==> config.mk <==
export PLATFORM = sky130hd
export DESIGN_NAME = video_burst_fetcher
export DESIGN_NICKNAME = d
export VERILOG_FILES = /design/src/rtl/poly94_video_pkg.sv /design/src/rtl/video_line_fifo.sv /design/src/rtl/video_burst_fetcher.sv
export SDC_FILE = /design/constraint.sdc
export NUM_CORES = 1
export LEC_CHECK = 0
export CORE_MARGIN = 4
export CORE_UTILIZATION = 40
export CTS_CLUSTER_DIAMETER = 50
export DETAILED_ROUTE_END_ITERATION = 8
export PLACE_DENSITY = 0.59
export RECOVER_POWER = 50
export SYNTH_ARGS = -nofsm -noshare
export SYNTH_HDL_FRONTEND = slang
export SYNTH_SLANG_ARGS = --single-unit
export TNS_END_PERCENT = 50
==> constraint.sdc <==
create_clock -name clk_i -period 3.2 [get_ports clk_i]
set_clock_uncertainty 0.15 [all_clocks]
set_input_delay 0.64 -clock clk_i [delete_from_list [all_inputs] [get_ports clk_i]]
set_output_delay 0.64 -clock clk_i [all_outputs]
set_load 0.01 [all_outputs]
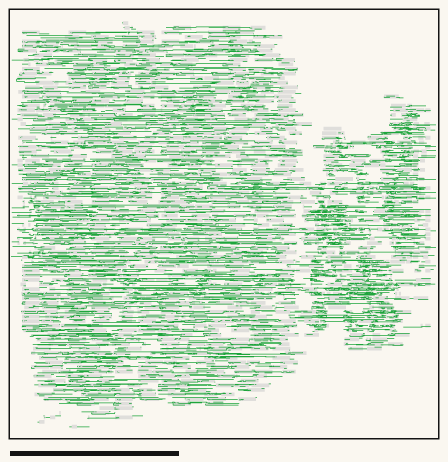
Fig. 1. Metal 1.
Scale bar: 100 microns. Cells faint in the background.
wire length on this layer: 25.0 mm
share of all routed wire: 43%
nets with wire on the layer: 1514
longest straight run: 71.3 microns
main direction: horizontal
grt met1 use: 0.2551
DRT Wirelength: 57630 microns
total via count after detailed routing: 13088

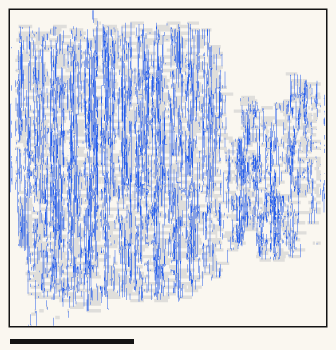
Fig. 2. Signal wires on met2.
Scale bar: 100 microns. Cells faint in the background.
main direction: vertical
nets with wire on the layer: 1407
longest straight run: 83.6 microns
wire length on this layer: 28.0 mm
met2 Usage GRT: 0.2969

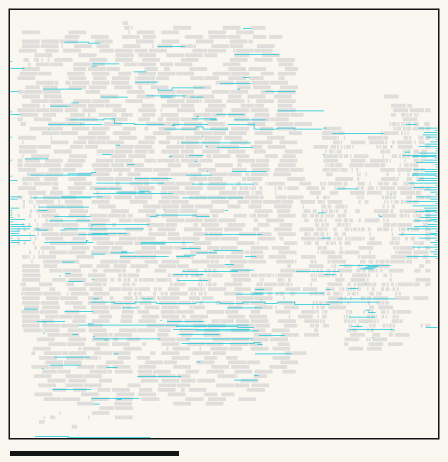
Fig. 3. Metal 3.
Scale bar: 100 microns. Cells faint in the background.
longest straight run: 101 microns
wire length on this layer: 3460 microns
nets with wire on the layer: 179
main direction: horizontal
share of all routed wire: 6.0%
global-route track usage on met3: 0.03347

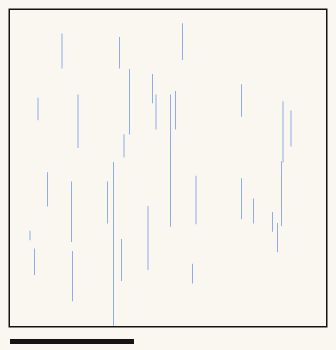
Fig. 4. M4 wires.
Scale bar: 100 microns.
nets with wire on the layer: 17
longest straight run: 131 microns
main direction: vertical

==> run summary <==
Synthesis and place-and-route results.

- The flow ran to the end, but the final reports show violations.
- The final reports fail on setup timing.
- The final report lists the setup-violating endpoint count as 17.
- Summed over all nets, wire length on met3 after detailed routing comes to 3458 microns.
- The layout report lists the non-clock buffer share of cell area as 0.09412.
- The cell at the root of the clock tree is sky130_fd_sc_hd__clkbuf_16.
- The number of global-route vias before repair is 13523.
- For the worst setup path, the data arrival time is 3.05 ns.
- The worst setup timing slack at the placement stage is -0.4279 ns.
- The vertical die dimension is 254.0 microns.
- The cell-internal power is 0.01564 W.
- The xor and xnor fraction of the mapped netlist area is 0.01411.
- The layout report lists the combined flip-flop and latch area as 0.01746 sq mm.
- Per the post-CTS timing run, clock transition at the registers of the reported paths is 0.06 ns.
- The power density over cell area is 703.8 mW/mm^2.
- Per the detail_route log, met2 wirelength is 28030 microns.
- The maximum level of the CTS H-tree is 3.
- The cell count after synthesis is 1292.
- The total of warnings raised by yosys is 0.
- The flop share of the area is 0.5787.
- The minimum period implied by the final worst setup slack is 3.839 ns.
- For this run, the register share of the synthesized area comes to 0.7211.
- The floorplan step defined a die boundary enclosing 0.06450 sq mm.
- Together, buffers and inverters on the worst path number 5.
- After detailed routing, the average wire length per cell comes to 24.24 microns.
- The placer congestion estimate is 0.7882.
- For reference, the post-synthesis area per instance comes to 18.73 sq um.
- The synthesis-to-layout area growth is 24.69%.
- The number of nets at the end of the flow is 1613.
- Pin placement for this block handled 92 I/O pins.
- TritonCTS created 70 clock buffers.
- The peak supply drop is 0.5585 mV.
- The STA report counts the stages on the worst setup path as 9.
- The post-route standard cell area excluding fillers is 0.03018 sq mm.
- In the post-route analysis, the smallest setup slack over all paths is -0.6388 ns.
- The source-to-sink clock delay at the later pin of the worst-skew pair is 0.59 ns.
synthesized netlist by cell type (all sizes together) (3+ instances only):
cell type	number	share of area
xor2	26	0.0094
nand4	13	0.0034
and3	4	0.0010
nand2b	7	0.0019
clkbuf	35	0.0054
a31oi	11	0.0028
inv	17	0.0026
mux2i	21	0.0087
nor2	95	0.015
mux2	5	0.0023
or3	10	0.0026
o31ai	6	0.0019
mux4	160	0.15
nand4b	3	0.0011
o21ai	38	0.0079
and2	3	0.00078
nor4	9	0.0041
a211o	3	0.0011
dfrtp	83	0.086
edfxtp	512	0.64
ha	14	0.0072
xnor2	13	0.0047
nand3	22	0.0045
nor3	26	0.0056
or2	5	0.0013
a21oi	24	0.0050
nand2	59	0.0092
buf	27	0.0059
a22o	4	0.0014
Power is estimated from default activity; no workload was simulated.
